===== config.mk =====
export PLATFORM = sky130hd
export DESIGN_NAME = traffic_request_latch
export DESIGN_NICKNAME = d
export VERILOG_FILES = /design/src/rtl/traffic_request_latch_pkg.sv /design/src/rtl/traffic_request_latch_btn_conditioner.sv /design/src/rtl/traffic_request_latch.sv
export SDC_FILE = /design/constraint.sdc
export NUM_CORES = 1
export LEC_CHECK = 0
export ABC_AREA = 1
export CAP_MARGIN = 20
export CORE_AREA = 8 8 93 79
export DETAILED_ROUTE_END_ITERATION = 7
export DIE_AREA = 0 0 101 87
export GPL_TIMING_DRIVEN = 1
export RECOVER_POWER = 100
export SYNTH_ARGS = -nofsm -noshare
export SYNTH_HDL_FRONTEND = slang
export SYNTH_HIERARCHICAL = 1
export SYNTH_SLANG_ARGS = --single-unit

===== constraint.sdc =====
create_clock -name clk -period 1.5 [get_ports clk]
set_clock_uncertainty 0.1 [all_clocks]
set_input_delay 0.3 -clock clk [delete_from_list [all_inputs] [get_ports clk]]
set_output_delay 0.3 -clock clk [all_outputs]
set_load 0.05 [all_outputs]

===== src/rtl/traffic_request_latch_pkg.sv =====
// Shared constants for the traffic request conditioner slice.
// Defaults for the debounce length and wait-counter limits, plus the
// direction indices used to address the per-direction vectors.
package traffic_pkg;

  localparam int unsigned DEBOUNCE_CYCLES_DEF = 4;
  localparam int unsigned WAIT_W_DEF          = 4;
  localparam int unsigned WAIT_MAX_DEF        = 15;

  localparam int unsigned DIR_NS = 0;
  localparam int unsigned DIR_EW = 1;

endpackage


===== src/rtl/traffic_request_latch_btn_conditioner.sv =====
// btn_conditioner: 2-flop synchroniser, counter debounce and a one-cycle
// press pulse on each rising edge of the debounced level.
// The debounced level flips only after DEBOUNCE_CYCLES consecutive
// synchronised samples that disagree with it.
module btn_conditioner #(
  parameter int unsigned DEBOUNCE_CYCLES = 4
) (
  input  logic clk,
  input  logic rst,
  input  logic btn_raw,
  output logic press
);

  localparam logic [7:0] CNT_LAST = 8'(DEBOUNCE_CYCLES - 1);

  logic       s1;
  logic       s2;
  logic       level;
  logic       level_d;
  logic [7:0] cnt;

  // Two-stage synchroniser for the asynchronous raw input.
  always_ff @(posedge clk or posedge rst) begin
    if (rst) begin
      s1 <= 1'b0;
      s2 <= 1'b0;
    end else begin
      s1 <= btn_raw;
      s2 <= s1;
    end
  end

  // Debounce: count consecutive disagreeing samples, flip level on the last one.
  always_ff @(posedge clk or posedge rst) begin
    if (rst) begin
      level <= 1'b0;
      cnt   <= '0;
    end else if (s2 == level) begin
      cnt <= '0;
    end else if (cnt == CNT_LAST) begin
      level <= s2;
      cnt   <= '0;
    end else begin
      cnt <= cnt + 8'd1;
    end
  end

  // Delayed copy of the debounced level for edge detection.
  always_ff @(posedge clk or posedge rst) begin
    if (rst) begin
      level_d <= 1'b0;
    end else begin
      level_d <= level;
    end
  end

  assign press = level & ~level_d;

endmodule


===== src/rtl/traffic_request_latch.sv =====
// traffic_request_latch: conditions NS/EW call inputs, latches pending
// requests, counts how long each has waited and clears a request when the
// controller shows green to that direction.
// Optional build macro TRAFFIC_CONFLICT_DET_EN adds a sticky 'conflict'
// output flagging any edge where both greens were seen together.
module traffic_request_latch
  import traffic_pkg::*;
#(
  parameter int unsigned DEBOUNCE_CYCLES = DEBOUNCE_CYCLES_DEF,
  parameter int unsigned WAIT_W          = WAIT_W_DEF,
  parameter int unsigned WAIT_MAX        = WAIT_MAX_DEF
) (
  input  logic              clk,
  input  logic              rst,
  input  logic              ns_btn,
  input  logic              ew_btn,
  input  logic              nsgreen,
  input  logic              ewgreen,
  output logic              ns_req,
  output logic              ew_req,
  output logic [WAIT_W-1:0] ns_wait,
  output logic [WAIT_W-1:0] ew_wait,
  output logic              ns_urgent,
  output logic              ew_urgent
`ifdef TRAFFIC_CONFLICT_DET_EN
  ,
  output logic              conflict
`endif
);

  localparam logic [WAIT_W-1:0] WAIT_SAT = WAIT_MAX[WAIT_W-1:0];

  logic [1:0]             btn_raw;
  logic [1:0]             green;
  logic [1:0]             press;
  logic [1:0]             req_q;
  logic [1:0][WAIT_W-1:0] wait_q;

  assign btn_raw[DIR_NS] = ns_btn;
  assign btn_raw[DIR_EW] = ew_btn;
  assign green[DIR_NS]   = nsgreen;
  assign green[DIR_EW]   = ewgreen;

  btn_conditioner #(
    .DEBOUNCE_CYCLES(DEBOUNCE_CYCLES)
  ) u_ns_cond (
    .clk    (clk),
    .rst    (rst),
    .btn_raw(btn_raw[DIR_NS]),
    .press  (press[DIR_NS])
  );

  btn_conditioner #(
    .DEBOUNCE_CYCLES(DEBOUNCE_CYCLES)
  ) u_ew_cond (
    .clk    (clk),
    .rst    (rst),
    .btn_raw(btn_raw[DIR_EW]),
    .press  (press[DIR_EW])
  );

  for (genvar d = 0; d < 2; d++) begin : g_dir
    // Request latch and wait counter: own green clears, press sets, else age.
    always_ff @(posedge clk or posedge rst) begin
      if (rst) begin
        req_q[d]  <= 1'b0;
        wait_q[d] <= '0;
      end else if (green[d]) begin
        req_q[d]  <= 1'b0;
        wait_q[d] <= '0;
      end else if (press[d] && !req_q[d]) begin
        req_q[d]  <= 1'b1;
        wait_q[d] <= '0;
      end else if (req_q[d]) begin
        if (wait_q[d] != WAIT_SAT) begin
          wait_q[d] <= wait_q[d] + WAIT_W'(1);
        end
      end
    end
  end

  assign ns_req    = req_q[DIR_NS];
  assign ew_req    = req_q[DIR_EW];
  assign ns_wait   = wait_q[DIR_NS];
  assign ew_wait   = wait_q[DIR_EW];
  assign ns_urgent = (wait_q[DIR_NS] == WAIT_SAT);
  assign ew_urgent = (wait_q[DIR_EW] == WAIT_SAT);

`ifdef TRAFFIC_CONFLICT_DET_EN
  // Sticky record of any edge that sampled both greens high.
  always_ff @(posedge clk or posedge rst) begin
    if (rst) begin
      conflict <= 1'b0;
    end else if (nsgreen && ewgreen) begin
      conflict <= 1'b1;
    end
  end
`endif

endmodule

Run 1, PDN straps and rails:
Bar = 20 um. Pins as bars on the die edge. Tap cells in gray.
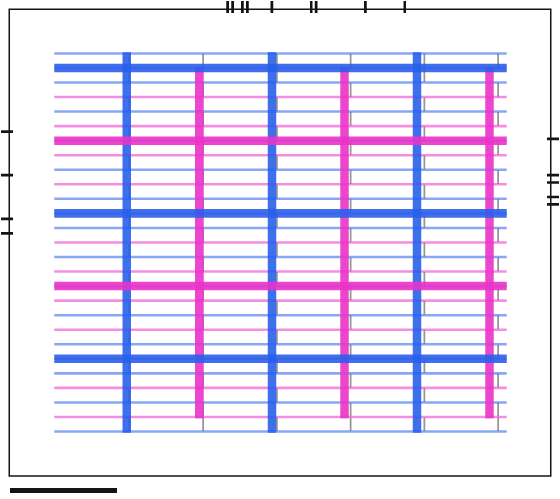
VSS: in blue. VDD: in magenta.
27 met1 rails follow the rows. 18 signal pins sit on the boundary. The core has 26 rows. 6 straps on met4. 84 tap cells.

Run 1, I/O nets highlighted:
Bar = 20 um.
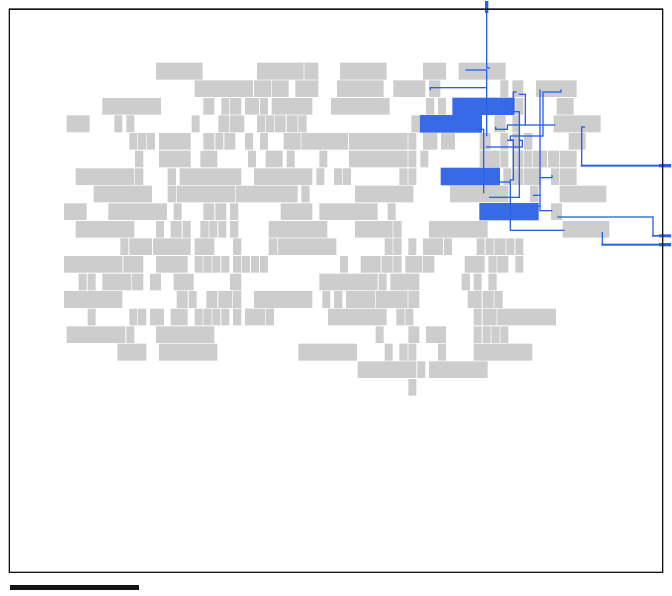
`ns_wait`: in blue, bits 4, direction output, edge 3 right, 1 top, end cells 4, wire 202 um.

==> flow.log, run 1 <==
[metrics] run summary
[metrics] xor/xnor share: about 5%
[metrics] antenna violations before repair: 0
[metrics] total clock sinks: 34
[metrics] maximum clock insertion buffer count: 2
[metrics] area inside the core boundary: 0.005986 sq mm
[metrics] final critical-path required period: approximately 1.6 ns
[metrics] Worst Hold Margin: between 0.2 and 0.25 ns
[metrics] chip area: between 0.008 and 0.009 sq mm
[metrics] setup ws final: -0.1075 ns
[metrics] first drt pass iteration count: 4
[metrics] Buffers excl. clock: 29
[metrics] Critical Path Fanout Max: 2
[metrics] final estimated routing congestion in global placement: roughly 0.74
[metrics] achievable frequency: 622.1 MHz
[metrics] number of non-clock inverters: 30
[metrics] largest class: sequential cells
[metrics] number of tapcells: roughly 84
[metrics] largest power group: registers
[metrics] portion of total power attributed to the clock network: between 20 and 25%
[metrics] area of the synthesized netlist per yosys stat: 0.001685 sq mm
[metrics] part of the power in combinational logic: between 30% and 40%
[metrics] Die Width: ~100 um
[metrics] # clk buffers: 7
[metrics] final hold vios: 0
[metrics] CTS tree: built
[metrics] area share of the leading cell type in the synthesized netlist: around half
[metrics] total negative slack for setup checks: -0.2077 ns
[metrics] pin count of the biggest net entering global routing: 13
[metrics] count of synthesis-stage warnings from yosys: 6
[metrics] worst setup path class: reg2out
[metrics] sequential group power: between 1 and 1.5 mW
[metrics] Clock-cell share: under 10%
[metrics] Final Max-Slew Violation Tally: 0
[metrics] post-layout instance count excluding filler cells: roughly 320
[metrics] clk slew on worst S/H paths: roughly 0.06 ns
[metrics] Int Pwr: between 1.5 and 2 mW
[metrics] sequential share of the synthesized area: 50.48%
[metrics] Iter 0 DRT Violations: 34
[metrics] violations in the final reports: setup timing
[metrics] Inst Count DP: roughly 310
[metrics] clock group total power: approximately 0.7 mW
[metrics] number of setup violations in the final report: 2
[metrics] number of nets in the layout: ~250
[metrics] total CTS buffers: 5
[metrics] height of the die: ~87 um
[metrics] Adder-Cell Fraction of Synth Area: 4.454%
[metrics] post-synthesis compound-gate area fraction: 3.563%
[metrics] number of placement rows: 26
[metrics] share of cell area taken by muxes after synthesis: 0%
[metrics] total number of vias: approximately 1,300
[metrics] status: finished, violations left
[metrics] required time worst endpoint: around 1.1 ns
[metrics] simple share: 29.77%
[metrics] static leakage: 0.9897 nW
[metrics] Design Area, Final: 0.002243 sq mm
[metrics] filler cell count: 618
[metrics] Synth area leader: sky130_fd_sc_hd__dfrtp_1
[metrics] largest family of logic cells by area: simple AND/OR/NAND/NOR gates
[metrics] syn avg cell area: around 8.4 sq um
[metrics] critical path startpoint category: register
[metrics] area taken by flip-flops and latches: approximately 860 sq um
[metrics] number of OpenROAD warnings: 30
Run 1, wire density map:
20 x 17 tiles, from dark blue (low) to red (high), scaled to the fullest tile. Values are wire area over tile area, all layers added.
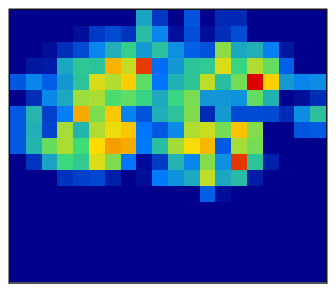
50% of the tiles are nearly empty. 15% of the tiles are over half the peak. The fullest tile reaches 0.30. The densest ninth of the die: middle. The mean over all tiles is 0.057.

-- run 1: repair_timing --
| item | in CTS | in global routing |
|---|---|---|
| setup buffers | 6 | 1 |
| gates resized | 2 | 2 |
| pin swaps | 2 | 1 |
| endpoints found under the setup margin | 2 | 2 |
-- run 1: final timing paths --
| check | cells past startpoint | from | slack [ns] | end |
|---|---|---|---|---|
| setup / recovery | 4 | ns_wait[0]$_DFFE_PP0P_ | -0.11 | ns_urgent |
| setup reg to reg | 8 | ns_wait[0]$_DFFE_PP0P_ | 0.05 | ns_wait[0]$_DFFE_PP0P_ |
| min in group asynchronous | 2 | rst | 0.40 | ew_wait[0]$_DFFE_PP0P_ |
| hold / removal | 0 | u_ns_cond/s1$_DFF_PP0_ | 0.25 | u_ns_cond/s2$_DFF_PP0_ |
| max in group asynchronous | 3 | rst | 0.32 | u_ew_cond/cnt[4]$_DFF_PP0_ |
| hold reg to reg | 0 | u_ns_cond/s1$_DFF_PP0_ | 0.25 | u_ns_cond/s2$_DFF_PP0_ |
-- run 1: cell families after synthesis --
kind of cell / count (synthesis)
DFF: 34
and+or+nand+nor: 110
AOI/OAI and AO/OA: 12
xor gates and xnor gates: 8
adders and majority gates: 6
buffers and inverters: 30
-- run 1: routing by layer --
layer  wire, um  vias up  GRT usage [%]
met5          0        -              0
met4         13        0          3.239
met3        145        2          3.035
met2       1454       14          12.85
met1       1625      625          10.13
li1           -      682              -
-- run 1: flip-flops by register name, summed over array words and instances (netlist names), 4 cells and up --
name and count:
u_ew_cond/cnt 8, u_ns_cond/cnt 8, ew_wait 4, ns_wait 4
-- run 1: synthesized netlist by cell type --
| cell | number |
|---|---|
| sky130_fd_sc_hd__a21oi_1 | 8 |
| sky130_fd_sc_hd__and2_4 | 2 |
| sky130_fd_sc_hd__dfrtp_1 | 34 |
| sky130_fd_sc_hd__ha_1 | 6 |
| sky130_fd_sc_hd__inv_1 | 29 |
| sky130_fd_sc_hd__inv_2 | 1 |
| sky130_fd_sc_hd__nand2_1 | 41 |
| sky130_fd_sc_hd__nand2_2 | 5 |
| sky130_fd_sc_hd__nand3_1 | 15 |
| sky130_fd_sc_hd__nand3_2 | 2 |
| sky130_fd_sc_hd__nand4_1 | 2 |
| sky130_fd_sc_hd__nor2_1 | 34 |
| sky130_fd_sc_hd__nor2_2 | 6 |
| sky130_fd_sc_hd__nor2_4 | 1 |
| sky130_fd_sc_hd__nor3b_1 | 2 |
| sky130_fd_sc_hd__o21ai_1 | 4 |
| sky130_fd_sc_hd__xnor2_1 | 2 |
| sky130_fd_sc_hd__xor2_1 | 4 |
| sky130_fd_sc_hd__xor2_2 | 2 |
-- run 1: worst max-delay path, cell delays in order, from the launching register on --
cell and delay, ns:
sky130_fd_sc_hd__dfrtp_2 0.43, sky130_fd_sc_hd__ha_4 0.18, sky130_fd_sc_hd__nand3_4 0.08, sky130_fd_sc_hd__clkinvlp_4 0.09
sky130_fd_sc_hd__buf_12 0.15
-- run 1: through the flow --
stage	utilization, %	power [mW]	worst slack, ns
detailed placement	36.06	2.192	0.1046
finish	37.48	2.773	-0.1075
floorplan	-	1.823	0.002177
global placement	36.06	2.179	0.1179
global route	37.48	2.985	-0.1487
CTS	38.59	2.923	-0.1241
Run 1, placed cells, one color a class:
Fill, decap, tap and diode cells in gray.
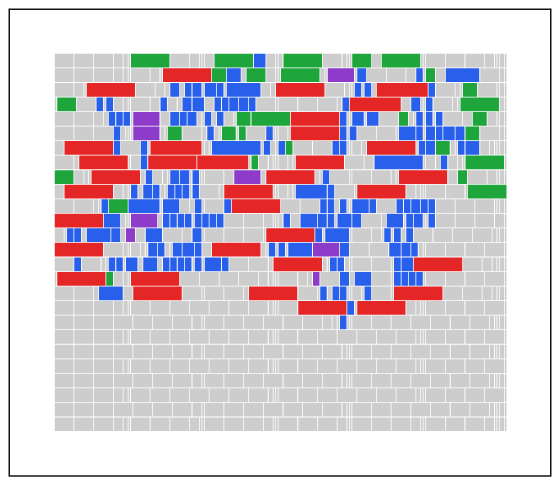

--- run 2 (diff from run 1) ---
--- a/config.mk
+++ b/config.mk
@@ -11,8 +11,9 @@
 export DETAILED_ROUTE_END_ITERATION = 7
 export DIE_AREA = 0 0 101 87
 export GPL_TIMING_DRIVEN = 1
-export RECOVER_POWER = 100
+export RECOVER_POWER = 50
 export SYNTH_ARGS = -nofsm -noshare
 export SYNTH_HDL_FRONTEND = slang
 export SYNTH_HIERARCHICAL = 1
 export SYNTH_SLANG_ARGS = --single-unit
+export TNS_END_PERCENT = 5
Run 2, placed cells, one color a class:
Fill, decap, tap and diode cells in gray.
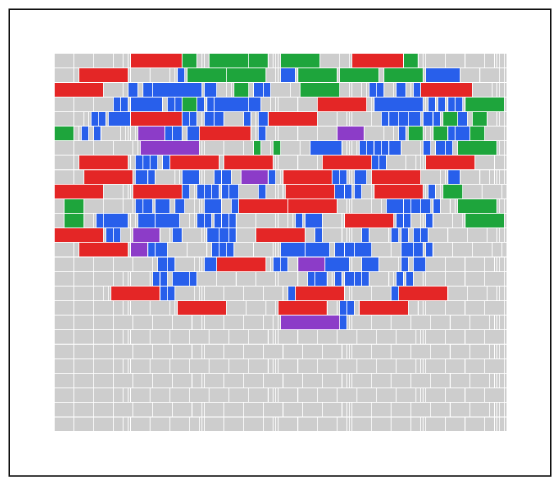
other buffers and delay cells: in green, cells 28, share of their area 16%. combinational and other logic: in blue, cells 166, share of their area 40%. flops: in red, cells 34, share of their area 38%. clock drivers and dummy loads: in purple, cells 8, share of their area 6.1%.

==> run 2 against run 1 <==
Compared with the run above: core utilization grew 1.9 points; sequential power about the same; largest power group unchanged; the run still ends with setup timing left; die area stayed put; largest cell class unchanged; critical path type unchanged; sequential share of layout area decreased by 1.8 points; critical path depth unchanged; critical endpoint unchanged; maximum frequency is 1.5% lower; power rose by 15%; flip-flop count stayed put; synthesized area did not move; final area rose by 5.0%.
==> flow.log, run 2 <==
[metrics] run summary
[metrics] FP Util: 28.16%
[metrics] Cell Area, Placed: between 0.002 and 0.0025 sq mm
[metrics] number of I/O pins: 18
[metrics] setup ws final: -0.1316 ns
[metrics] maximum clock insertion buffer count: 2
[metrics] Critical Path Fanout Max: 2
[metrics] pin count of the biggest net entering global routing: 13
[metrics] tally of unique sky130hd cells used after synthesis: 19
[metrics] ratio of cells with drive above 1 in the final layout: 25.00%
[metrics] Crit. End Element: primary output
[metrics] number of nets in the layout: approximately 250
[metrics] status: finished, violations left
[metrics] data arrival time of the critical path: ~1.2 ns
[metrics] required time worst endpoint: about 1.1 ns
[metrics] area of the synthesized netlist per yosys stat: ~0.0017 sq mm
[metrics] worst hold path class: reg2reg
[metrics] number of placement rows: 26
[metrics] most used flip-flop cell after synthesis: sky130_fd_sc_hd__dfrtp_1
[metrics] worst setup path class: reg2out
[metrics] part of the power in combinational logic: ~28%
[metrics] number of buffer and inverter stages on the critical path: 2
[metrics] most common cell in the netlist: sky130_fd_sc_hd__nand2_1
[metrics] switching part of the total power: about a third
[metrics] peak per-stage delay on the critical path: about 0.43 ns
[metrics] count of inserted antenna diode cells: 0
[metrics] achievable frequency: ~610 MHz
[metrics] CTS tree: built
[metrics] overflow left after global routing: 0
[metrics] first drt pass iteration count: 4
[metrics] commonest cells after routing, fill and taps aside: sky130_fd_sc_hd__nand2_1 (41), sky130_fd_sc_hd__nor2_1 (33), sky130_fd_sc_hd__dfrtp_1 (29), sky130_fd_sc_hd__inv_1 (27), sky130_fd_sc_hd__nand3_1 (15)
[metrics] number of global-route vias before repair: roughly 1,300
[metrics] cell type of the slowest stage on the worst timing path: sky130_fd_sc_hd__dfrtp_2
[metrics] Int Pwr: approximately 2.1 mW
[metrics] total negative slack for setup checks: -0.2481 ns
[metrics] power density over the cells: between 1000 and 1500 mW/mm^2
[metrics] Die Width: between 100 and 150 um
[metrics] portion of total power attributed to the clock network: around a third
[metrics] Tightest Pin Transition: roughly 0.69 ns
[metrics] total clock sinks: 34
[metrics] static leakage: roughly 1.0 nW
[metrics] first-pass GRT wire length: 5720 um
[metrics] dominant delay contributor by cell family on the critical path: flip-flops
[metrics] worst slack, placed: 0.09704 ns
[metrics] synthesis-stage register bit count: 34
[metrics] portion of the clock cycle consumed by the worst path in the final layout: 108.8%
[metrics] async set or reset register ratio after synthesis: 100.0%
[metrics] area share of the leading cell type in the synthesized netlist: 50.48%
[metrics] count of hold buffers inserted by post-cts repair: 0
[metrics] Final Max-Slew Violation Tally: 0
[metrics] Residual DRC: 0
[metrics] height of the die: ~87 um
[metrics] final estimated routing congestion in global placement: approximately 0.73
[metrics] Iter 0 DRT Violations: ~40
[metrics] sequential share of the synthesized area: 50.48%
[metrics] synthesized net count: roughly 210
[metrics] Routed wire per std cell: slightly above 10 um
[metrics] setup repair after global routing missed its margin: true
[metrics] most frequent cells after synthesis: sky130_fd_sc_hd__nand2_1 (41), sky130_fd_sc_hd__dfrtp_1 (34), sky130_fd_sc_hd__nor2_1 (34)
[metrics] final critical-path required period: ~1.6 ns
[metrics] Net Switching: around 1.1 mW
[metrics] overall fraction of global-route tracks in use: between 8 and 9%
[metrics] number of nets with antenna violations after routing: 0
[metrics] violations in the final reports: setup timing
[metrics] portion of total power attributed to sequential cells: 39.7%
[metrics] total wire length after detailed routing: roughly 3300 um
[metrics] syn avg cell area: roughly 8.4 sq um
[metrics] combined area of all synthesized cells: between 0.0015 and 0.002 sq mm
[metrics] series of cell instances along the critical path: ha_4, nand3_4, clkinvlp_4, buf_12
[metrics] Design Area, Final: approximately 0.0024 sq mm
[metrics] gate count of the mapped netlist: 200
[metrics] critical path startpoint category: register
[metrics] clk slew on worst S/H paths: ~0.08 ns
[metrics] count of instantiated cells in the yosys netlist: 200
[metrics] area inside the core boundary: around 0.006 sq mm
[metrics] clock tree root buffer cell: sky130_fd_sc_hd__clkbuf_8
[metrics] Slew headroom: between 50% and 60%
[metrics] Syn-to-layout area delta: 39.72%
[metrics] vias per inst: ~4.1
[metrics] number of port buffers: 17
[metrics] total CTS buffers: 5
[metrics] Skew-Pair Late Insertion Delay: 0.29 ns
[metrics] Design Power: around 3.2 mW
[metrics] total number of vias: ~1,300
[metrics] Synth area leader: sky130_fd_sc_hd__dfrtp_1
[metrics] most frequent standard cell in the layout excluding fill and tap cells: sky130_fd_sc_hd__nand2_1
[metrics] main area contributors after synthesis: sky130_fd_sc_hd__dfrtp_1 (50%), sky130_fd_sc_hd__nand2_1 (9.1%), sky130_fd_sc_hd__nor2_1 (7.6%), sky130_fd_sc_hd__inv_1 (6.5%), sky130_fd_sc_hd__ha_1 (4.5%)
[metrics] count of synthesis-stage warnings from yosys: 6
[metrics] Top Registers: u_ew_cond/cnt x8, u_ns_cond/cnt x8
[metrics] peak supply drop: between 0.7 and 0.8 mV
[metrics] placed wire-length estimate: around 2500 um
[metrics] number of setup violations in the final report: 2
[metrics] chip area: 0.008787 sq mm
[metrics] number of OpenROAD warnings: 31
[metrics] antenna violations before repair: 0
[metrics] H-Tree Level Count: 2
[metrics] EDFF count, synth: 0
[metrics] number of violations of the max-capacitance limit: 0
[metrics] final hold vios: 0
Run 2, wire density map:
20 x 17 tiles, from dark blue (low) to red (high), scaled to the fullest tile. Values are wire area over tile area, all layers added.
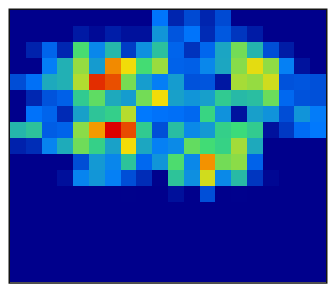
50% of the tiles are nearly empty. The densest ninth of the die: middle. The fullest tile reaches 0.34. 11% of the tiles are over half the peak. The mean over all tiles is 0.058.

[run 2: area by class of cell]
type | instances | area [sq um]
fill | 603 | 3631
sequential | 34 | 857.1
multi-input combinational | 136 | 769.5
timing repair buffer | 28 | 365.4
inverter | 30 | 120.1
tap | 84 | 105.1
clock buffer | 5 | 68.82
clock inverter | 3 | 68.82
[run 2: layer usage]
layer / GRT usage (%) / routed length, um / vias up / part of all wire (%)
li1: - / - / 689 / -
met1: 9.914 / 1601 / 594 / 49
met2: 12.73 / 1468 / 27 / 45
met3: 3.914 / 197 / 0 / 6.0
met4: 2.024 / 0 / 0 / 0
met5: 0 / 0 / - / 0
[run 2: worst register-to-register path: cells and delay by family (launching register included)]
kind	cells	cell delay (ns)
flip-flops	1	0.43
AND/OR/NAND/NOR	3	0.23
buffers and inverters	2	0.21
adder cells (fa/ha/maj)	1	0.18
AND-OR/OR-AND	1	0.15
[run 2: what timing repair did]
action | CTS | global route
endpoints found under the setup margin | 2 | 6
pin swaps | 1 | 1
setup buffers | 7 | 2
gates cloned | 0 | 0
gates resized | 2 | 2
[run 2: stage by stage]
| stage | instances | utilization [%] | hold WS, ns |
|---|---|---|---|
| 2_1_floorplan | 200 | - | 0.03984 |
| 3_3_place_gp | 303 | 35.66 | 0.2370 |
| 3_5_place_dp | 303 | 35.66 | 0.2347 |
| 4_1_cts | 318 | 39.09 | 0.2519 |
| 5_1_grt | 320 | 39.34 | 0.2570 |
| 6_report | 320 | 39.34 | 0.2508 |
[run 2: path summary, 6_finish.rpt]
check | cells past startpoint | slack (ns) | start | to
max in group asynchronous | 3 | 0.27 | rst | u_ew_cond/cnt[3]$_DFF_PP0_
setup reg to reg | 7 | 0.09 | ns_wait[0]$_DFFE_PP0P_ | ns_wait[2]$_DFFE_PP0P_
hold / removal | 0 | 0.25 | u_ns_cond/s1$_DFF_PP0_ | u_ns_cond/s2$_DFF_PP0_
min in group asynchronous | 2 | 0.40 | rst | ew_wait[3]$_DFFE_PP0P_
hold reg to reg | 0 | 0.25 | u_ns_cond/s1$_DFF_PP0_ | u_ns_cond/s2$_DFF_PP0_
setup / recovery | 4 | -0.13 | ns_wait[0]$_DFFE_PP0P_ | ns_urgent
[run 2: kinds of logic (layout without fill, tap and decap cells)]
kind of cell	after synthesis	after routing	synth area share, %
compound gates	12	12	3.564
xor+xnor	8	8	5.048
fa+ha+maj	6	6	4.454
buf+inv	30	66	6.681
flops	34	34	50.48
simple gates	110	110	29.77
[run 2: power groups by stage]
stage                     sequential (mW)  clock, mW  combinational (mW)
after floorplan                      1.37          0               0.449
after global placement               1.29          0               0.853
after detailed placement             1.30          0               0.859
after CTS                            1.26       1.05               0.917
after global routing                 1.29       1.09                1.01
final                                1.26       1.02               0.900
Run 2, PDN straps and rails:
Bar = 20 um. Pins as bars on the die edge. Tap cells in gray.
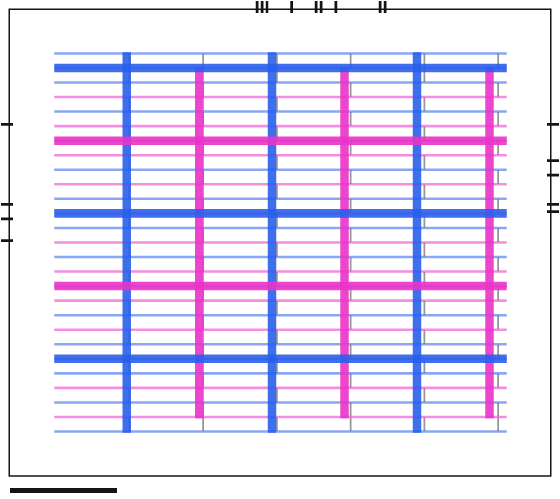

--- run 3 (diff from run 2) ---
--- a/config.mk
+++ b/config.mk
@@ -11,6 +11,7 @@
 export DETAILED_ROUTE_END_ITERATION = 7
 export DIE_AREA = 0 0 101 87
 export GPL_TIMING_DRIVEN = 1
+export PLACE_DENSITY = 0.53
 export RECOVER_POWER = 50
 export SYNTH_ARGS = -nofsm -noshare
 export SYNTH_HDL_FRONTEND = slang
Run 3, PDN straps and rails:
Bar = 20 um. Pins as bars on the die edge. Tap cells in gray.
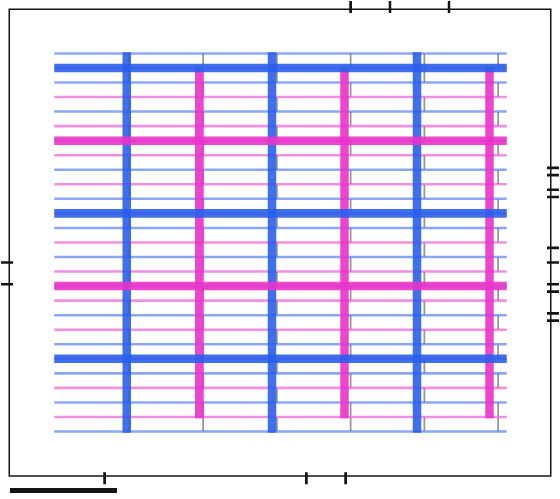
VSS: in blue. VDD: in magenta.
6 straps on met4. The core has 26 rows. 84 tap cells. 18 signal pins sit on the boundary.

Run 3, I/O nets highlighted:
Bar = 20 um.
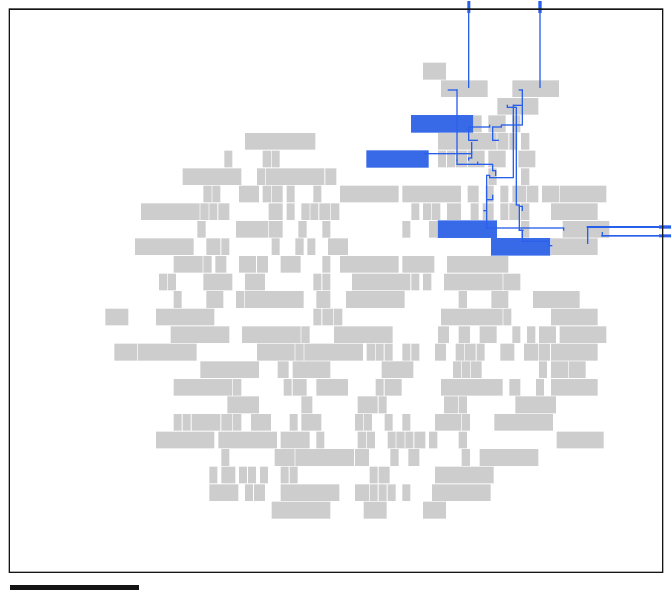
`ns_wait`: in blue, bits 4, direction output, edge 2 top, 2 right, end cells 4, wire 169 um.

==> run 3 against run 2 <==
Compared with the run above: the flow still finishes with violations (setup timing); maximum frequency rose by 1.3%; final cell count rose by 0.63%; synthesized cell count did not move.
==> flow.log, run 3 <==
[metrics] run summary
[metrics] height of the die: approximately 87 um
[metrics] achievable frequency: approximately 620 MHz
[metrics] most used flip-flop cell after synthesis: sky130_fd_sc_hd__dfrtp_1
[metrics] data arrival time of the critical path: roughly 1.2 ns
[metrics] first drt pass iteration count: 4
[metrics] placed wire-length estimate: 2439 um
[metrics] series of cell instances along the critical path: ha_4, nand3_4, clkinvlp_4, buf_12
[metrics] Iter 0 DRT Violations: 32
[metrics] number of global-route vias before repair: 1,318
[metrics] overall fraction of global-route tracks in use: between 8 and 9%
[metrics] number of violations of the max-capacitance limit: 0
[metrics] setup repair after global routing missed its margin: true
[metrics] number of nets in the layout: 249
[metrics] peak supply drop: 0.3513 mV
[metrics] area share of the leading cell type in the synthesized netlist: between 50% and 60%
[metrics] vias per inst: 4.031
[metrics] required time worst endpoint: 1.10 ns
[metrics] number of OpenROAD warnings: 31
[metrics] Syn-to-layout area delta: 38.60%
[metrics] setup ws final: -0.1108 ns
[metrics] ratio of cells with drive above 1 in the final layout: 24.37%
[metrics] total wire length after detailed routing: 3164 um
[metrics] worst setup path class: reg2out
[metrics] number of port buffers: 17
[metrics] number of I/O pins: 18
[metrics] most common cell in the netlist: sky130_fd_sc_hd__nand2_1
[metrics] main area contributors after synthesis: sky130_fd_sc_hd__dfrtp_1 (50%), sky130_fd_sc_hd__nand2_1 (9.1%), sky130_fd_sc_hd__nor2_1 (7.6%), sky130_fd_sc_hd__inv_1 (6.5%), sky130_fd_sc_hd__ha_1 (4.5%)
[metrics] power density over the cells: roughly 1300 mW/mm^2
[metrics] maximum clock insertion buffer count: 2
[metrics] status: finished, violations left
[metrics] violations in the final reports: setup timing
[metrics] Die Width: 101 um
[metrics] number of buffer and inverter stages on the critical path: 2
[metrics] Cell Area, Placed: about 0.0022 sq mm
[metrics] count of inserted antenna diode cells: 0
[metrics] clk slew on worst S/H paths: roughly 0.070 ns
[metrics] Tightest Pin Transition: ~0.65 ns
[metrics] total clock sinks: 34
[metrics] most frequent cells after synthesis: sky130_fd_sc_hd__nand2_1 (41), sky130_fd_sc_hd__dfrtp_1 (34), sky130_fd_sc_hd__nor2_1 (34)
[metrics] async set or reset register ratio after synthesis: 100.0%
[metrics] chip area: between 0.008 and 0.009 sq mm
[metrics] area inside the core boundary: approximately 0.006 sq mm
[metrics] critical path startpoint category: register
[metrics] tally of unique sky130hd cells used after synthesis: 19
[metrics] final hold vios: 0
[metrics] H-Tree Level Count: 2
[metrics] worst hold path class: reg2reg
[metrics] most frequent standard cell in the layout excluding fill and tap cells: sky130_fd_sc_hd__nand2_1
[metrics] count of instantiated cells in the yosys netlist: 200
[metrics] total CTS buffers: 5
[metrics] total negative slack for setup checks: -0.2137 ns
[metrics] count of synthesis-stage warnings from yosys: 6
[metrics] EDFF count, synth: 0
[metrics] Synth area leader: sky130_fd_sc_hd__dfrtp_1
[metrics] final critical-path required period: 1.611 ns
[metrics] antenna violations before repair: 0
[metrics] CTS tree: built
[metrics] commonest cells after routing, fill and taps aside: sky130_fd_sc_hd__nand2_1 (41), sky130_fd_sc_hd__nor2_1 (34), sky130_fd_sc_hd__dfrtp_1 (29), sky130_fd_sc_hd__inv_1 (27), sky130_fd_sc_hd__nand3_1 (15)
[metrics] static leakage: 1.014 nW
[metrics] Skew-Pair Late Insertion Delay: about 0.28 ns
[metrics] area of the synthesized netlist per yosys stat: 0.001685 sq mm
[metrics] clock tree root buffer cell: sky130_fd_sc_hd__clkbuf_8
[metrics] Critical Path Fanout Max: 2
[metrics] Top Registers: u_ew_cond/cnt x8, u_ns_cond/cnt x8
[metrics] number of nets with antenna violations after routing: 0
[metrics] count of hold buffers inserted by post-cts repair: 0
[metrics] number of setup violations in the final report: 2
[metrics] first-pass GRT wire length: 5961 um
[metrics] dominant delay contributor by cell family on the critical path: flip-flops
[metrics] Crit. End Element: primary output
[metrics] gate count of the mapped netlist: about 200
[metrics] total number of vias: approximately 1,300
[metrics] Slew headroom: between 50% and 60%
[metrics] overflow left after global routing: 0
[metrics] portion of the clock cycle consumed by the worst path in the final layout: 107.4%
[metrics] final estimated routing congestion in global placement: between 0.7 and 0.8
[metrics] pin count of the biggest net entering global routing: 13
[metrics] Design Area, Final: ~0.0023 sq mm
[metrics] sequential share of the synthesized area: between 50% and 60%
[metrics] combined area of all synthesized cells: around 0.0017 sq mm
[metrics] peak per-stage delay on the critical path: 0.43 ns
[metrics] Routed wire per std cell: between 9 and 10 um
[metrics] cell type of the slowest stage on the worst timing path: sky130_fd_sc_hd__dfrtp_2
[metrics] synthesis-stage register bit count: 34
[metrics] number of placement rows: 26
[metrics] FP Util: 28.16%
[metrics] Final Max-Slew Violation Tally: 0
[metrics] Worst Hold Margin: about 0.25 ns
[metrics] syn avg cell area: 8.427 sq um
[metrics] synthesized net count: roughly 210
[metrics] reg-to-reg slack, setup: 0.09 ns
[metrics] Residual DRC: 0
==> run 3: cell counts after synthesis <==
No cell type changed its count.
==> run 3: through the flow <==
| stage | setup slack [ns] | util [%] | std cells | power (mW) |
|---|---|---|---|---|
| after global placement | 0.1119 | 36.16 | 307 | 2.187 |
| after CTS | -0.1235 | 39.01 | 321 | 3.057 |
| after global routing | -0.1583 | 39.03 | 322 | 3.247 |
| final | -0.1108 | 39.03 | 322 | 3.000 |
| after floorplan | -0.01375 | - | 200 | 1.823 |
| after detailed placement | 0.09143 | 36.16 | 307 | 2.199 |
==> run 3: cell type report <==
| class | count | area, sq um |
|---|---|---|
| well taps | 84 | 105.1 |
| inverters | 30 | 120.1 |
| repair buffers | 30 | 376.6 |
| clock buffers | 6 | 72.57 |
| fillers | 625 | 3650 |
| multi-input cells | 136 | 767.0 |
| flip-flops and latches | 34 | 857.1 |
| clock inverters | 2 | 37.54 |
==> run 3: path summary, 6_finish.rpt <==
check | startpoint | to | depth (start not counted)
worst max register to register | ew_wait[0]$_DFFE_PP0P_ | ew_wait[2]$_DFFE_PP0P_ | 9
max in group asynchronous | rst | u_ns_cond/level$_DFFE_PP0P_ | 3
worst min-delay path | u_ew_cond/s1$_DFF_PP0_ | u_ew_cond/s2$_DFF_PP0_ | 0
worst min register to register | u_ew_cond/s1$_DFF_PP0_ | u_ew_cond/s2$_DFF_PP0_ | 0
min in group asynchronous | rst | ns_wait[3]$_DFFE_PP0P_ | 2
worst max-delay path | ns_wait[1]$_DFFE_PP0P_ | ns_urgent | 4
==> run 3: metal layers <==
metal  share of wire, %  GRT usage (%)
met1                 50          10.40
met2                 43          12.73
met3                5.9          3.674
met4               0.85          3.239
met5                  0              0
==> run 3: power by group <==
group / switching, mW / leakage, nW / total [mW] / internal, mW
logic: 0.524 / 0.517 / 0.930 / 0.406
clock network: 0.327 / 0.0514 / 0.822 / 0.495
registers: 0.178 / 0.445 / 1.25 / 1.07
==> run 3: cells by family (layout without fill, tap and decap cells) <==
logic type / after synthesis / count (layout) / synth area share [%]
simple gates: 110 / 110 / 29.77
fa+ha+maj: 6 / 6 / 4.454
buf+inv: 30 / 68 / 6.681
compound gates: 12 / 12 / 3.564
xor+xnor: 8 / 8 / 5.048
flops: 34 / 34 / 50.48
==> run 3: what timing repair did <==
item	4_1_cts	5_1_grt
endpoints found under the setup margin	2	4
gates cloned	0	0
pin swaps	2	1
buffers inserted	6	1
gates resized	2	1
Power figures rest on the tool's default switching activity, not on a simulated workload.
